run_1/floorplan.png
Pins as bars on the die edge. Tap cells in gray.
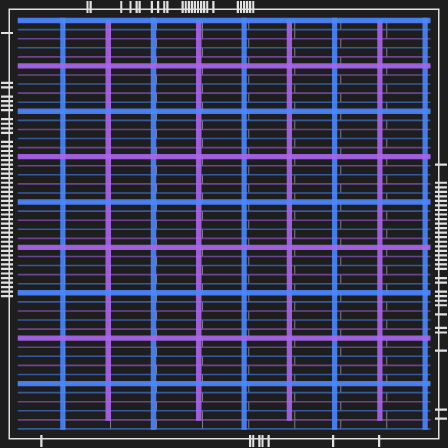
run_1/class_map.png
The bar under the picture is 50 µm long.
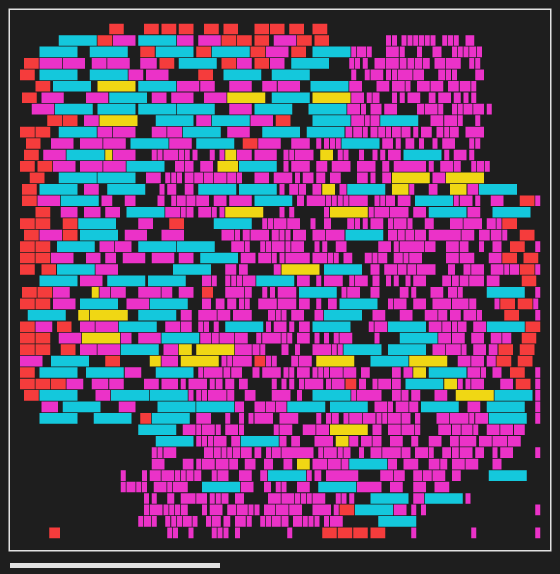
run_1/clock_wires.png
The bar under the picture is 50 µm long.
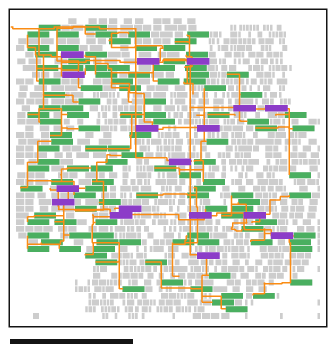
`config.mk`:
```
export PLATFORM = sky130hd
export DESIGN_NAME = bus_led_renderer
export DESIGN_NICKNAME = d
export VERILOG_FILES = /design/src/rtl/bus_led_defs.sv /design/src/rtl/bus_led_axis_tracker.sv /design/src/rtl/bus_led_renderer.sv
export SDC_FILE = /design/constraint.sdc
export NUM_CORES = 1
export LEC_CHECK = 0
export CORE_MARGIN = 2
export CORE_UTILIZATION = 55
export CTS_CLUSTER_SIZE = 16
export DETAILED_ROUTE_END_ITERATION = 8
export PLACE_DENSITY = 0.8
export SLEW_MARGIN = 30
export SYNTH_ARGS = -nofsm -noshare
export SYNTH_HDL_FRONTEND = slang
export SYNTH_HIERARCHICAL = 1
export SYNTH_SLANG_ARGS = --single-unit
```
`constraint.sdc`:
```
create_clock -name vga_clk -period 10.3 [get_ports vga_clk]
set_clock_uncertainty 0.15 [all_clocks]
set_input_delay 2.06 -clock vga_clk [delete_from_list [all_inputs] [get_ports vga_clk]]
set_output_delay 2.06 -clock vga_clk [all_outputs]
set_load 0.03 [all_outputs]
```
`src/rtl/bus_led_defs.sv`:
```
// Shared colours and default geometry for the bus LED renderer.
// Optional feature macro: BUS_LED_CHANGE_HILITE_EN (see bus_led_renderer.sv).
package bus_led_defs;

  // Coordinate width delivered by the sync generator.
  localparam int unsigned COORD_W = 11;
  // Row/column index width; covers 8 columns and up to 11 rows plus the
  // saturated "past the end" value.
  localparam int unsigned IDX_W = 4;

  localparam int unsigned LEDS_PER_ROW = 8;

  // RGB 8:8:8 colours.
  localparam logic [23:0] COL_BG  = 24'h000000;
  localparam logic [23:0] COL_ON  = 24'hFF0000;
  localparam logic [23:0] COL_OFF = 24'h300000;
  localparam logic [23:0] COL_CHG = 24'hFFFF00;

  // Default geometry.
  localparam int unsigned DEF_NUM_REGS  = 8;
  localparam int unsigned DEF_ORIGIN_X  = 160;
  localparam int unsigned DEF_ORIGIN_Y  = 40;
  localparam int unsigned DEF_LED_SIZE  = 32;
  localparam int unsigned DEF_LED_GAP   = 8;
  localparam int unsigned DEF_H_ACTIVE  = 640;
  localparam int unsigned DEF_V_ACTIVE  = 480;
  localparam int unsigned DEF_SNAP_LINE = 480;

endpackage

```
`src/rtl/bus_led_axis_tracker.sv`:
```
// Divider-free position tracker for one screen axis.
// Follows a coordinate that normally steps by one, and reports which LED
// cell it is in (index), whether it is inside the lit square (inside_led)
// and whether the index is meaningful (valid). The reload point arms the
// tracker; any jump other than +1 or "unchanged" disarms it until the next
// reload, so a line or frame wrap never leaks into column/row 0.
module bus_led_axis_tracker
  import bus_led_defs::*;
(
  input  logic               vga_clk,
  input  logic               reset,
  input  logic [COORD_W-1:0] coord,
  input  logic               reload_en,
  input  logic [COORD_W-1:0] origin,
  input  logic [COORD_W-1:0] pitch,
  input  logic [COORD_W-1:0] size,
  input  logic [IDX_W-1:0]   limit,
  output logic [IDX_W-1:0]   index,
  output logic               inside_led,
  output logic               valid
);

  logic [COORD_W-1:0] prev_coord;
  logic [COORD_W-1:0] off_q;
  logic [COORD_W-1:0] off_next;
  logic [IDX_W-1:0]   idx_q;
  logic [IDX_W-1:0]   idx_next;
  logic               armed_q;
  logic               armed_next;
  logic               step;
  logic               hold;

  // Position of the coordinate presented this cycle, derived from the
  // position of the previous one.
  always_comb begin
    step       = (coord == prev_coord + COORD_W'(1));
    hold       = (coord == prev_coord);
    off_next   = off_q;
    idx_next   = idx_q;
    armed_next = armed_q;
    if (reload_en && (coord == origin)) begin
      off_next   = '0;
      idx_next   = '0;
      armed_next = 1'b1;
    end else if (step) begin
      // Saturate at limit: the index parks there instead of wrapping.
      if (armed_q && (idx_q != limit)) begin
        if (off_q == pitch - COORD_W'(1)) begin
          off_next = '0;
          idx_next = idx_q + IDX_W'(1);
        end else begin
          off_next = off_q + COORD_W'(1);
        end
      end
    end else if (!hold) begin
      armed_next = 1'b0;
    end
  end

  // Outputs describe the coordinate presented this cycle.
  always_comb begin
    index      = idx_next;
    inside_led = (off_next < size);
    valid      = armed_next && (idx_next < limit);
  end

  // Tracker state register.
  always_ff @(posedge vga_clk or negedge reset) begin
    if (!reset) begin
      prev_coord <= '0;
      off_q      <= '0;
      idx_q      <= '0;
      armed_q    <= 1'b0;
    end else begin
      prev_coord <= coord;
      off_q      <= off_next;
      idx_q      <= idx_next;
      armed_q    <= armed_next;
    end
  end

endmodule

```
`src/rtl/bus_led_renderer.sv`:
```
// Renders NUM_REGS 8-bit values as rows of eight LED squares (bit 7 left).
// Pixel for (next_pixel_h, next_pixel_v) appears one vga_clk later.
// Values are snapshotted into a shadow copy once per frame on SNAP_LINE.
// Optional macro BUS_LED_CHANGE_HILITE_EN: keep the previous snapshot and
// paint LEDs whose bit changed between the last two snapshots yellow.
module bus_led_renderer
  import bus_led_defs::*;
#(
  parameter int unsigned NUM_REGS  = DEF_NUM_REGS,
  parameter int unsigned ORIGIN_X  = DEF_ORIGIN_X,
  parameter int unsigned ORIGIN_Y  = DEF_ORIGIN_Y,
  parameter int unsigned LED_SIZE  = DEF_LED_SIZE,
  parameter int unsigned LED_GAP   = DEF_LED_GAP,
  parameter int unsigned H_ACTIVE  = DEF_H_ACTIVE,
  parameter int unsigned V_ACTIVE  = DEF_V_ACTIVE,
  parameter int unsigned SNAP_LINE = DEF_SNAP_LINE
)(
  input  logic                  vga_clk,
  input  logic                  reset,
  input  logic [10:0]           next_pixel_h,
  input  logic [10:0]           next_pixel_v,
  input  logic [NUM_REGS*8-1:0] reg_values,
  output logic [23:0]           pixel,
  output logic                  frame_tick
);

  localparam logic [COORD_W-1:0] ORG_X_C  = COORD_W'(ORIGIN_X);
  localparam logic [COORD_W-1:0] ORG_Y_C  = COORD_W'(ORIGIN_Y);
  localparam logic [COORD_W-1:0] PITCH_C  = COORD_W'(LED_SIZE + LED_GAP);
  localparam logic [COORD_W-1:0] SIZE_C   = COORD_W'(LED_SIZE);
  localparam logic [COORD_W-1:0] H_ACT_C  = COORD_W'(H_ACTIVE);
  localparam logic [COORD_W-1:0] V_ACT_C  = COORD_W'(V_ACTIVE);
  localparam logic [COORD_W-1:0] SNAP_C   = COORD_W'(SNAP_LINE);
  localparam logic [IDX_W-1:0]   COLS_C   = IDX_W'(LEDS_PER_ROW);
  localparam logic [IDX_W-1:0]   ROWS_C   = IDX_W'(NUM_REGS);

  logic [NUM_REGS*8-1:0] shadow;
  logic [IDX_W-1:0]      col_idx;
  logic [IDX_W-1:0]      row_idx;
  logic                  col_in_led;
  logic                  row_in_led;
  logic                  col_valid;
  logic                  row_valid;
  logic                  snap;
  logic                  y_reload_en;
  logic                  in_led;
  logic [7:0]            row_bits;
  logic [7:0]            col_mask;
  logic                  led_on;
  logic [23:0]           pixel_next;

`ifdef BUS_LED_CHANGE_HILITE_EN
  logic [NUM_REGS*8-1:0] prev;
  logic [7:0]            chg_bits;
  logic                  led_chg;
`endif

  bus_led_axis_tracker u_x_track (
    .vga_clk    (vga_clk),
    .reset      (reset),
    .coord      (next_pixel_h),
    .reload_en  (1'b1),
    .origin     (ORG_X_C),
    .pitch      (PITCH_C),
    .size       (SIZE_C),
    .limit      (COLS_C),
    .index      (col_idx),
    .inside_led (col_in_led),
    .valid      (col_valid)
  );

  bus_led_axis_tracker u_y_track (
    .vga_clk    (vga_clk),
    .reset      (reset),
    .coord      (next_pixel_v),
    .reload_en  (y_reload_en),
    .origin     (ORG_Y_C),
    .pitch      (PITCH_C),
    .size       (SIZE_C),
    .limit      (ROWS_C),
    .index      (row_idx),
    .inside_led (row_in_led),
    .valid      (row_valid)
  );

  // Frame-level strobes decoded from the incoming coordinate.
  always_comb begin
    y_reload_en = (next_pixel_h == '0);
    snap        = (next_pixel_v == SNAP_C) && (next_pixel_h == '0);
  end

  // Snapshot of the displayed values, taken once per frame in blanking.
  always_ff @(posedge vga_clk or negedge reset) begin
    if (!reset) begin
      shadow <= '0;
    end else if (snap) begin
      shadow <= reg_values;
    end
  end

`ifdef BUS_LED_CHANGE_HILITE_EN
  // Previous snapshot, kept for change highlighting.
  always_ff @(posedge vga_clk or negedge reset) begin
    if (!reset) begin
      prev <= '0;
    end else if (snap) begin
      prev <= shadow;
    end
  end
`endif

  // LED bit lookup via shifts so no multiplier/mux tree is inferred from
  // the row index; out-of-range indices shift to zero and are masked anyway.
  always_comb begin
    row_bits = 8'(shadow >> {row_idx, 3'b000});
    col_mask = 8'h80 >> col_idx;
    led_on   = |(row_bits & col_mask);
`ifdef BUS_LED_CHANGE_HILITE_EN
    chg_bits = 8'((shadow ^ prev) >> {row_idx, 3'b000});
    led_chg  = |(chg_bits & col_mask);
`endif
  end

  // Colour of the pixel presented this cycle.
  always_comb begin
    in_led = col_valid && row_valid && col_in_led && row_in_led &&
             (next_pixel_h < H_ACT_C) && (next_pixel_v < V_ACT_C);
    pixel_next = COL_BG;
    if (in_led) begin
`ifdef BUS_LED_CHANGE_HILITE_EN
      if (led_chg) begin
        pixel_next = COL_CHG;
      end else begin
        pixel_next = led_on ? COL_ON : COL_OFF;
      end
`else
      pixel_next = led_on ? COL_ON : COL_OFF;
`endif
    end
  end

  // Registered outputs.
  always_ff @(posedge vga_clk or negedge reset) begin
    if (!reset) begin
      pixel      <= '0;
      frame_tick <= 1'b0;
    end else begin
      pixel      <= pixel_next;
      frame_tick <= snap;
    end
  end

endmodule

```
==> summary.log, run 1 <==
INFO  cts            cts_tree=built
INFO  run_status     outcome=completed
INFO  cts            clk_transition_reported_paths=60ps
INFO  yosys          post_synth_instance_area=0.00849mm²
INFO  yosys          yosys_warnings=6
INFO  cts            cts_buffers=17
INFO  layout         antenna_cells=0
INFO  grt            antenna_found_initial=0
INFO  cts            cts_hold_buffers=0
INFO  power          power.combinational.total=140µW
INFO  final_timing   timing.final.max_slew_violations=0
INFO  layout         logic_gate_count=785
INFO  layout         multi_input_gate_share_of_the_layout_cell_area=53.2%
INFO  cts            clk-insertion-delay-late=420ps
INFO  yosys          post_synth_inst_count=817
INFO  yosys          synthDistinctLibCells=68
INFO  final_timing   finalHoldViolCount=0
INFO  final_timing   unrepaired_setup_endpoints_after_global_routing=no
INFO  critical_path  cpPeakStageDelay=680ps
INFO  yosys          yosys_area=0.00849mm²
INFO  power          power.switching=317µW
INFO  grt            grt_max_degree=65
INFO  grt            grt_pass1_wl=31.7mm
INFO  critical_path  critical_path_buf_inv_count=1
INFO  final_timing   fin_hold_ws=358ps
INFO  power          power_sequential=486µW
INFO  yosys          synthTopLogicFamily=simple AND/OR/NAND/NOR gates
INFO  cts            cts.sink_count=121
INFO  power          power.share.switching=26.9%
INFO  yosys          flip_flops_with_a_built_in_enable=0
INFO  layout         post_route_cells_drive_above_1_share=11.8%
INFO  yosys          simple_gate_share=20.1%
INFO  die            die-area=0.0165mm²
INFO  detailed_routing drc_errors=0
INFO  hold_path      class_of_the_worst_hold_path=register to register
INFO  layout         final.signal_buffer_count=100
INFO  detailed_routing drtIter0Drc=402
INFO  yosys          synth-async-reset-ratio=100%
INFO  detailed_routing antenna_left=0
INFO  detailed_routing vias=6598
INFO  layout         layout.clock_buffers=18
INFO  cts            post-cts-setup-buffer-count=0
INFO  critical_path  crit_family=simple AND/OR/NAND/NOR gates
INFO  critical_path  startpoint_type=input pin
INFO  critical_path  crit_path_cell_trace=clkdlybuf4s50_1 -> xnor2_1 -> or4_4 -> a211oi_2 -> nand3b_1 -> or4_2 -> nand2_1 -> nor2_1 -> ha_1 -> a21o_1 -> a21o_1 -> a21o_1 -> a21o_1 -> a21oi_1 -> nor2b_1 -> o21ai_0 -> nand2_1 -> a41oi_1 -> nand3b_1 -> nor4_1 -> and3_1 -> o211a_1
INFO  place          dp_hpwl=14.2mm
INFO  hold_path      timing.hold.worst.start=shadow[27]
INFO  yosys          synth.cellmix.xorXnorShare=10.7%
INFO  critical_path  startpoint_of_the_worst_slack_reg_to_reg_timing_path=u_y_track/prev_coord[1]
INFO  yosys          postSynthRegisterBits=121
INFO  hold_path      hold_path_depth=1
INFO  power          dominant_power_group=clock
INFO  grt            first_global_vias=6567
INFO  layout         layout.area.top_class=combinational gates
INFO  critical_path  r2r.worst_path.cells=22
INFO  critical_path  ff2ff_setup_slack=5250ps
INFO  grt            grt-ovfl-total=0
INFO  power          total_power=1.18mW
INFO  place          gp_congestion=0.908
INFO  layout         buf_share=9.35%
INFO  critical_path  cp-end-kind=register
INFO  run            warnings=26
INFO  cts            post_cts.resized_instances=0
INFO  power          internal-power=864µW
INFO  yosys          synth_adder_area_share=5.01%
INFO  layout         layout.nets=1183
INFO  critical_path  cp_slowest_cell=or4_2
INFO  final_timing   fin_tns_setup=0ps
INFO  run            max_cap_violations=0
INFO  final_timing   max-slew-margin-rel=44.2%
INFO  die            well_tap_count=188
INFO  cts            root_buffer=clkbuf_16
INFO  yosys          synthMuxAreaShare=14.9%
INFO  yosys          synth.yosys.num_cells=817
INFO  detailed_routing route.detailed.vias_per_inst=5.23
INFO  power          p_leak=4.77nW
INFO  final_timing   final-setup-viol-count=0
INFO  detailed_routing dr.pass1.iters=5
INFO  power          power.share.sequential=41.1%
INFO  layout         layout_top_cell=conb_1
INFO  critical_path  number_of_logic_stages_on_the_critical_path_including_buffering=22
INFO  yosys          compound_area_share=7.92%
INFO  die            boundaryPins=113
INFO  power          p_clk=555µW
INFO  final_timing   final_worst_path_period_share=64.7%
INFO  power          pwr_density_cell=112mW/mm²
INFO  layout         sequential_cell_total=121
INFO  power          clock_power_share=47.0%
INFO  power          power_frac_comb=11.8%
Back to the opening pictures, floorplan.png:
[VDD] purple
[VSS] blue
met4 straps: 9
signal pins: 113
met1 rails: 46

Back to the opening pictures, class_map.png:
[remaining buffers and delay cells] red | cells: 100 | share of their area: 9.6%
[remaining logic cells] magenta | cells: 821 | share of their area: 56%
[clock drivers and dummy loads] yellow | cells: 32 | share of their area: 5.4%
[registers] cyan | cells: 121 | share of their area: 29%
number of rows in the core area: 45
post-route cell area: 0.0106 mm²
Seq area share: 28.7%
CORE AREA: 0.0151 mm²
utilization after layout: 69.8%

Back to the opening pictures, clock_wires.png:
[flip-flops] green | count: 121
[clock wires] orange | length: 1660 µm
[clock-net drivers] purple | count: 17
routed clock nets: 18

-- run 1: synth_stat cells, drive strengths merged (8+ instances only) --
| library cell | number | share of area, % |
|---|---|---|
| and4 | 8 | 0.85 |
| mux2i | 36 | 4.2 |
| a21oi | 12 | 0.71 |
| nor4 | 15 | 1.5 |
| a21o | 12 | 1.1 |
| or3 | 9 | 0.66 |
| nand3b | 11 | 0.97 |
| nor2b | 12 | 0.88 |
| nor2 | 49 | 2.2 |
| inv | 36 | 1.6 |
| and3 | 9 | 0.69 |
| a22oi | 8 | 0.71 |
| nand4 | 39 | 3.2 |
| nor3 | 16 | 1.2 |
| xnor2 | 74 | 7.6 |
| o21ai | 17 | 1.0 |
| nand3 | 26 | 1.6 |
| dfrtp | 121 | 36 |
| ha | 34 | 5.0 |
| buf | 35 | 3.8 |
| nand2 | 47 | 2.1 |
| mux2 | 64 | 11 |
| nand2b | 10 | 0.74 |
| xor2 | 30 | 3.1 |
-- run 1: metrics by stage --
stage          setup slack [ps]  cells  instance area, µm²
6_report                   3630   1262               10600
5_1_grt                    3170   1262               10600
4_1_cts                    3650   1262               10600
3_5_place_dp               3210   1230               10000
3_3_place_gp               3360   1230               10000
2_1_floorplan              4220    983                9120
-- run 1: flip-flops by register name, summed over array words and instances (netlist names) --
name,count
frame_tick,1
pixel,2
shadow,64
u_x_track/armed_q,1
u_x_track/idx_q,4
u_x_track/off_q,11
u_x_track/prev_coord,11
u_y_track/armed_q,1
u_y_track/idx_q,4
u_y_track/off_q,11
u_y_track/prev_coord,11
-- run 1: routing by layer --
metal	vias up	GRT usage, %	share of wire, %
met3	18	5.93	5.4
met4	0	6.01	1.4
met1	3097	32.5	46
met2	201	40.4	47
met5	-	0	0
li1	3282	-	-
run_1/clock_nets.png
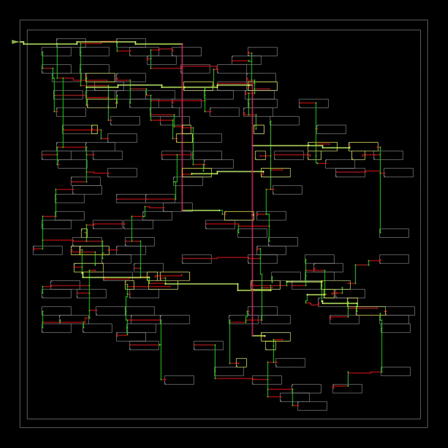

## Run 2: what changed since run 1
--- a/config.mk
+++ b/config.mk
@@ -6,10 +6,10 @@
 export NUM_CORES = 1
 export LEC_CHECK = 0
 export CORE_MARGIN = 2
-export CORE_UTILIZATION = 55
+export CORE_UTILIZATION = 51
 export CTS_CLUSTER_SIZE = 16
 export DETAILED_ROUTE_END_ITERATION = 8
-export PLACE_DENSITY = 0.8
+export PLACE_DENSITY = 0.78
 export SLEW_MARGIN = 30
 export SYNTH_ARGS = -nofsm -noshare
 export SYNTH_HDL_FRONTEND = slang
==> constraint.sdc (replaced) <==
create_clock -name vga_clk -period 6 [get_ports vga_clk]
set_clock_uncertainty 0.15 [all_clocks]
set_input_delay 1.2 -clock vga_clk [delete_from_list [all_inputs] [get_ports vga_clk]]
set_output_delay 1.2 -clock vga_clk [all_outputs]
set_load 0.03 [all_outputs]
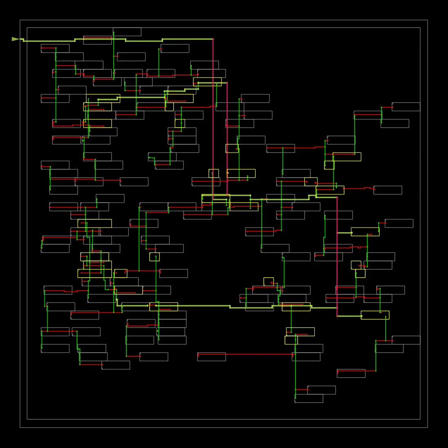
run_2/clock_nets.png
clk latency late pin: 420 ps
power drawn by the clock network: 1.10 mW
count of flip-flops and latches: 121

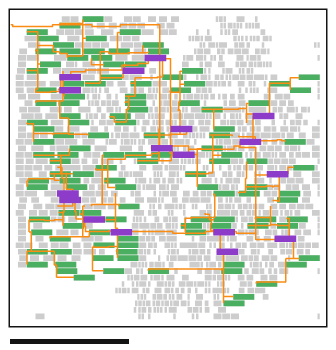
run_2/clock_wires.png
The bar under the picture is 50 µm long.
[flip-flops] green | count: 121
[clock wires] orange | length: 1660 µm
[clock-net drivers] purple | count: 17
routed clock nets: 18
clock network fraction of design power: 50.4%

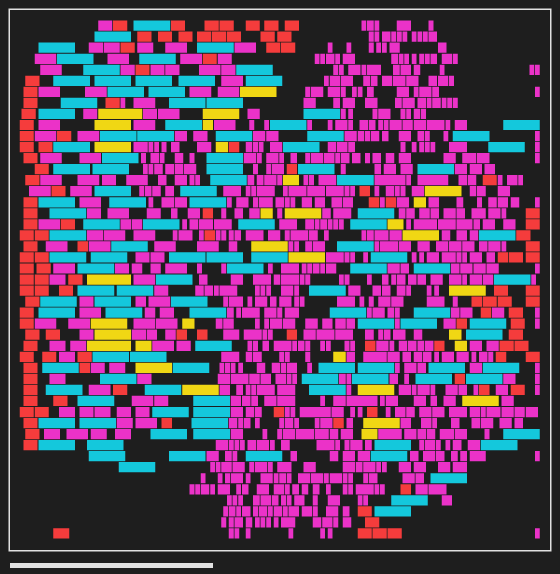
run_2/class_map.png
The bar under the picture is 50 µm long.
post-route cell area: 0.0108 mm²
CORE AREA: 0.0164 mm²

==> summary.log, run 2 <==
INFO  grt            first_global_vias=6682
INFO  power          power.share.switching=25.9%
INFO  layout         finalNonFillerCells=1316
INFO  yosys          synth-async-reset-ratio=100%
INFO  final_timing   final_worst_path_period_share=94.2%
INFO  final_timing   final-setup-viol-count=0
INFO  yosys          yosys.area.top_type=dfrtp_1
INFO  power          power_frac_comb=11.2%
INFO  die            die-area=0.0177mm²
INFO  cts            cts.sink_count=121
INFO  yosys          simple_gate_share=20.1%
INFO  layout         largest_register_ff_count=64
INFO  power          pwr_density_cell=200mW/mm²
INFO  layout         post_route_cells_drive_above_1_share=13.5%
INFO  final_timing   unrepaired_setup_endpoints_after_global_routing=no
INFO  layout         layout_top_cell=conb_1
INFO  yosys          synthDistinctLibCells=68
INFO  yosys          yosys_warnings=6
INFO  yosys          post_synth_instance_area=0.00849mm²
INFO  yosys          top_cell=dfrtp_1
INFO  detailed_routing dr.pass1.iters=5
INFO  cts            cts_buffers=17
INFO  yosys          yosys_area=0.00849mm²
INFO  hold_path      hold_path_depth=1
INFO  place          place_area=0.0102mm²
INFO  critical_path  cp_slowest_cell=or4_2
INFO  final_timing   max-slew-margin-rel=49.3%
INFO  power          power.switching=562µW
INFO  yosys          postSynthRegisterBits=121
INFO  layout         layout.nets=1205
INFO  place          dp_hpwl=14.4mm
INFO  run            warnings=26
INFO  power          internal-power=1.61mW
INFO  cts            cts_tree=built
INFO  grt            antenna_found_initial=0
INFO  yosys          synth.cellmix.xorXnorShare=10.7%
INFO  detailed_routing drc_errors=0
INFO  final_timing   finalHoldViolCount=0
INFO  grt            grt-ovfl-total=0
INFO  hold_path      class_of_the_worst_hold_path=register to register
INFO  final_timing   worst_slack=350ps
INFO  layout         top_register=shadow
INFO  detailed_routing drtIter0Drc=350
INFO  cts            post_cts.resized_instances=0
INFO  power          power.share.sequential=38.4%
INFO  power          total_power=2.17mW
INFO  yosys          synthMuxAreaShare=14.9%
INFO  detailed_routing vias=6682
INFO  yosys          post_synth_inst_count=817
INFO  final_timing   timing.final.max_slew_violations=0
INFO  yosys          synthTopLogicFamily=simple AND/OR/NAND/NOR gates
INFO  critical_path  r2r.worst_path.cells=22
INFO  power          p_leak=4.93nW
INFO  grt            grt_max_degree=76
INFO  final_timing   fin_tns_setup=0ps
INFO  yosys          synth.top_cell.area_share=35.6%
INFO  run_status     outcome=completed
INFO  yosys          synth.yosys.num_cells=817
INFO  grt            grt_pass1_wl=32.5mm
INFO  place          dp_worst_setup_slack=26.5ps
INFO  cts            root_buffer=clkbuf_16
INFO  critical_path  startpoint_type=input pin
## run 2: per-layer routing
metal,vias to the layer above,GRT usage [%],share of wire (%)
li1,3321,-,-
met1,3152,30.6,46
met2,186,37.4,48
met3,23,5.40,4.7
met4,0,6.81,1.5
met5,-,0,0
## run 2: path summary, 6_finish.rpt
path | startpoint | end | slack [ps]
worst min-delay path | shadow[7] | shadow[7] | 360
worst max-delay path | next_pixel_v[7] | pixel[22] | 350
worst max register to register | u_x_track/prev_coord[0] | pixel[22] | 1000
worst min register to register | shadow[7] | shadow[7] | 360
min in group asynchronous | reset | shadow[23] | 650
max in group asynchronous | reset | shadow[8] | 3970
## run 2: power by group through the flow
stage,Clock (mW),Sequential [mW],Combinational [mW]
after detailed placement,0,0.848,0.238
final,1.10,0.834,0.244
after CTS,1.11,0.833,0.240
after global routing,1.15,0.835,0.274
after floorplan,0,0.846,0.137
after global placement,0,0.848,0.236
## run 2: cell type report
| class | instances | area (µm²) | share of cell area, % |
|---|---|---|---|
| multi-input combinational | 785 | 5620 | 51.8 |
| sequential | 121 | 3030 | 27.9 |
| timing repair buffer | 122 | 1160 | 10.7 |
| clock buffer | 17 | 425 | 3.92 |
| tap | 220 | 275 | 2.54 |
| clock inverter | 15 | 204 | 1.88 |
| inverter | 36 | 135 | 1.25 |
## run 2: critical path: cells and delay by family
| kind | cells | cell delay (ps) |
|---|---|---|
| simple gates | 10 | 2280 |
| compound gates | 9 | 1530 |
| buf+inv | 1 | 440 |
| fa+ha+maj | 1 | 210 |
| xor+xnor | 1 | 190 |
run_2/gates.png
The bar under the picture is 50 µm long.
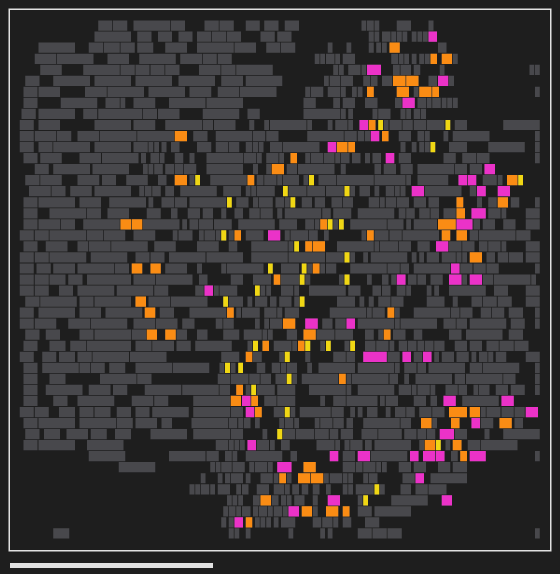

## Run 3: what changed since run 2
==> constraint.sdc (replaced) <==
create_clock -name vga_clk -period 5.1 [get_ports vga_clk]
set_clock_uncertainty 0.15 [all_clocks]
set_input_delay 1.02 -clock vga_clk [delete_from_list [all_inputs] [get_ports vga_clk]]
set_output_delay 1.02 -clock vga_clk [all_outputs]
set_load 0.03 [all_outputs]
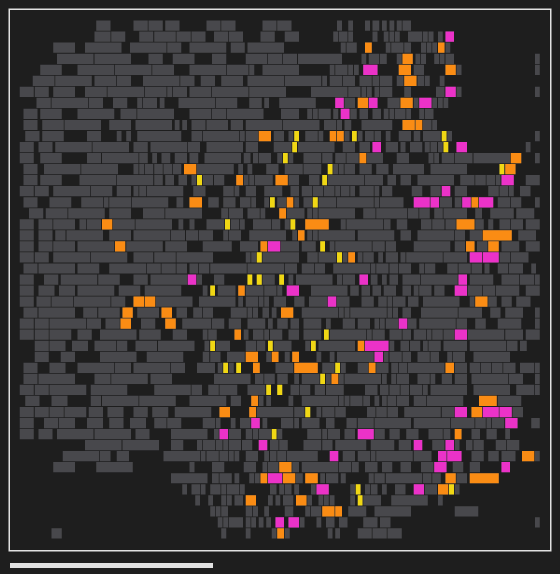
run_3/gates.png
The bar under the picture is 50 µm long.
[inv cells] yellow | cells: 36 | most used: inv_1
[aoi and oai cells] orange | cells: 71 | most used: o21ai_0
[and/or cells] magenta | cells: 48 | most used: or3_1

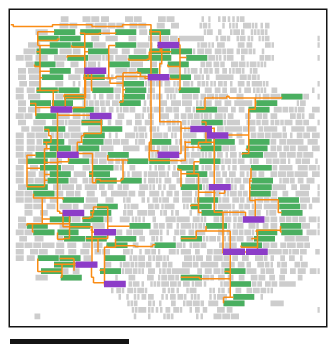
run_3/clock_wires.png
The bar under the picture is 50 µm long.
power drawn by the clock network: 1.20 mW
clock network fraction of design power: 47.8%

==> summary.log, run 3 <==
INFO  grt            first_global_vias=6803
INFO  yosys          yosys_warnings=6
INFO  power          dominant_power_group=clock
INFO  critical_path  r2r.worst_path.cells=22
INFO  critical_path  crit_path_cell_trace=dlymetal6s2s_1 -> xnor2_2 -> or4_4 -> a211oi_4 -> nand4_1 -> nor3_4 -> nand4_1 -> xor2_1 -> nor2_1 -> ha_1 -> a21o_1 -> a21o_1 -> a21o_1 -> a21o_1 -> a21oi_2 -> nor2b_1 -> o21ai_1 -> nand2_1 -> a41oi_2 -> nand2_1 -> nor4_2 -> and3_1 -> o211a_1
INFO  critical_path  timing.critical_path.from=next_pixel_h[7]
INFO  grt            antenna_found_initial=0
INFO  die            die-area=0.0177mm²
INFO  cts            root_buffer=clkbuf_16
INFO  final_timing   finalHoldViolCount=0
INFO  run            warnings=27
INFO  power          power.switching=641µW
INFO  cts            cts_buffers=17
INFO  power          p_leak=5.35nW
INFO  run_status     outcome=completed
INFO  yosys          yosys_area=0.00849mm²
INFO  yosys          synth-async-reset-ratio=100%
INFO  critical_path  cpPeakStageDelay=440ps
INFO  final_timing   final_worst_path_period_share=96.3%
INFO  cts            clock_path_buffers=2
INFO  critical_path  crit_family=simple AND/OR/NAND/NOR gates
INFO  layout         layout_top_cell=conb_1
INFO  power          internal-power=1.88mW
INFO  place          gp_congestion=0.879
INFO  yosys          postSynthRegisterBits=121
INFO  detailed_routing drtIter0Drc=289
INFO  yosys          post_synth_instance_area=0.00849mm²
INFO  layout         finalNonFillerCells=1378
INFO  layout         antenna_cells=0
INFO  grt            grt-ovfl-total=0
INFO  yosys          post_synth_inst_count=817
INFO  yosys          top_cell=dfrtp_1
INFO  grt            grt_pass1_wl=32.5mm
INFO  final_timing   max-slew-margin-rel=42.3%
INFO  grt            grt_max_degree=70
INFO  power          power.combinational.total=335µW
INFO  place          post-place-cells=1340
INFO  final_timing   fin_tns_setup=0ps
INFO  final_timing   timing.final.max_slew_violations=0
INFO  final_timing   unrepaired_setup_endpoints_after_global_routing=yes
INFO  critical_path  ff2ff_setup_slack=360ps
INFO  yosys          flip_flops_with_a_built_in_enable=0
INFO  layout         layout-area-overhead-vs-synth=35.3%
INFO  cts            cts_tree=built
INFO  yosys          synth.yosys.num_cells=817
INFO  hold_path      class_of_the_worst_hold_path=input pin to async pin
INFO  yosys          yosys.area.top_type=dfrtp_1
INFO  power          power_frac_comb=13.3%
INFO  run            max_cap_violations=0
INFO  detailed_routing route.detailed.vias_per_inst=5.04
INFO  final_timing   worst_slack=190ps
INFO  power          power.share.switching=25.4%
INFO  critical_path  cp-end-kind=register
INFO  layout         post_route_cells_drive_above_1_share=20.1%
INFO  place          dp_worst_setup_slack=-594ps
INFO  layout         layout.nets=1267
INFO  critical_path  critical_path_buf_inv_count=1
INFO  layout         top_register=shadow
INFO  critical_path  startpoint_of_the_worst_slack_reg_to_reg_timing_path=u_x_track/prev_coord[2]
INFO  power          power.share.sequential=39.0%
INFO  yosys          synthTopCellsByCount=dfrtp_1 (121), xnor2_1 (74), mux2_4 (49), nor2_1 (49), nand2_1 (47)
INFO  critical_path  cp_slowest_cell=or4_4
INFO  detailed_routing vias=6948
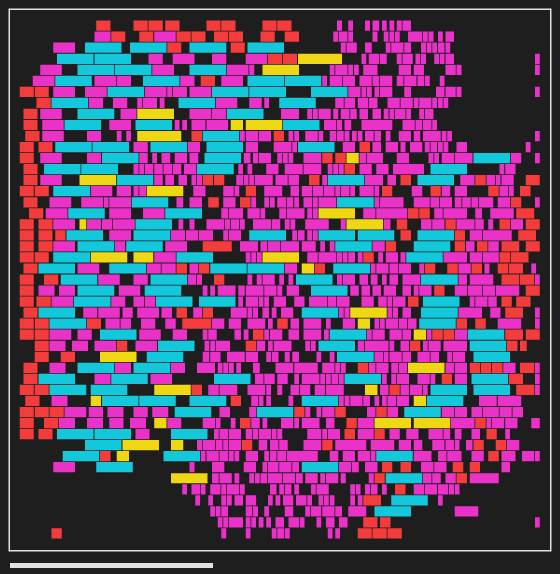
run_3/class_map.png
The bar under the picture is 50 µm long.
[remaining buffers and delay cells] red | cells: 184 | share of their area: 15%
[remaining logic cells] magenta | cells: 821 | share of their area: 53%
[clock drivers and dummy loads] yellow | cells: 32 | share of their area: 5.3%
[registers] cyan | cells: 121 | share of their area: 27%
number of rows in the core area: 47
Seq area share: 26.3%
post-route cell area: 0.0115 mm²
utilization after layout: 70.1%

==> run 3: cell counts after synthesis <==
Identical to the previous run, type by type.
==> run 3: logic make-up (layout without fill, tap and decap cells) <==
| kind of cell | count (synthesis) | after routing | synth area share, % |
|---|---|---|---|
| buffers and inverters | 77 | 252 | 5.64 |
| and+or+nand+nor | 285 | 285 | 20.1 |
| adders and majority gates | 34 | 34 | 5.01 |
| other | 2 | 168 | 0.0884 |
| muxes | 100 | 100 | 14.9 |
| DFF | 121 | 121 | 35.6 |
| xor gates and xnor gates | 104 | 104 | 10.7 |
| AOI/OAI and AO/OA | 94 | 94 | 7.92 |
==> run 3: area by class of cell <==
type	instances	area [µm²]	share of cell area (%)
Inverter	36	135	1.18
Timing Repair Buffer	184	1660	14.5
Clock inverter	14	160	1.39
Tap cell	220	275	2.39
Sequential cell	121	3030	26.3
Multi-Input combinational cell	785	5790	50.4
Clock buffer	18	439	3.82
==> run 3: layer usage <==
layer  global-route usage (%)  vias up  wire length (µm)
met4                     7.77        0               264
met5                        0        -                 0
met2                     38.6      196              9530
met1                     30.1     3294              8950
li1                         -     3431                 -
met3                     3.83       27               929
==> run 3: per-stage QoR <==
step / area, µm² / hold slack, ps
2_1_floorplan: 9120 / 330
3_3_place_gp: 10700 / 339
5_1_grt: 11500 / 251
4_1_cts: 11300 / 241
6_report: 11500 / 252
3_5_place_dp: 10700 / 344
==> run 3: what timing repair did <==
item	in CTS	in global routing
setup endpoints to repair	2	2
setup buffers	1	5
gates resized	11	32
hold buffers	0	0
cloned	0	0
pin swaps	10	26
==> run 3: how the worst max path moves through the flow <==
stage	to	slack, ps	cells after the start
detailed placement	pixel[22]	-590	22
finish	pixel[22]	190	23
global route	pixel[22]	-50	23
floorplan	pixel[22]	60	22
global placement	pixel[22]	-480	22
CTS	pixel[22]	8	23
Power and IR drop assume default switching activity.
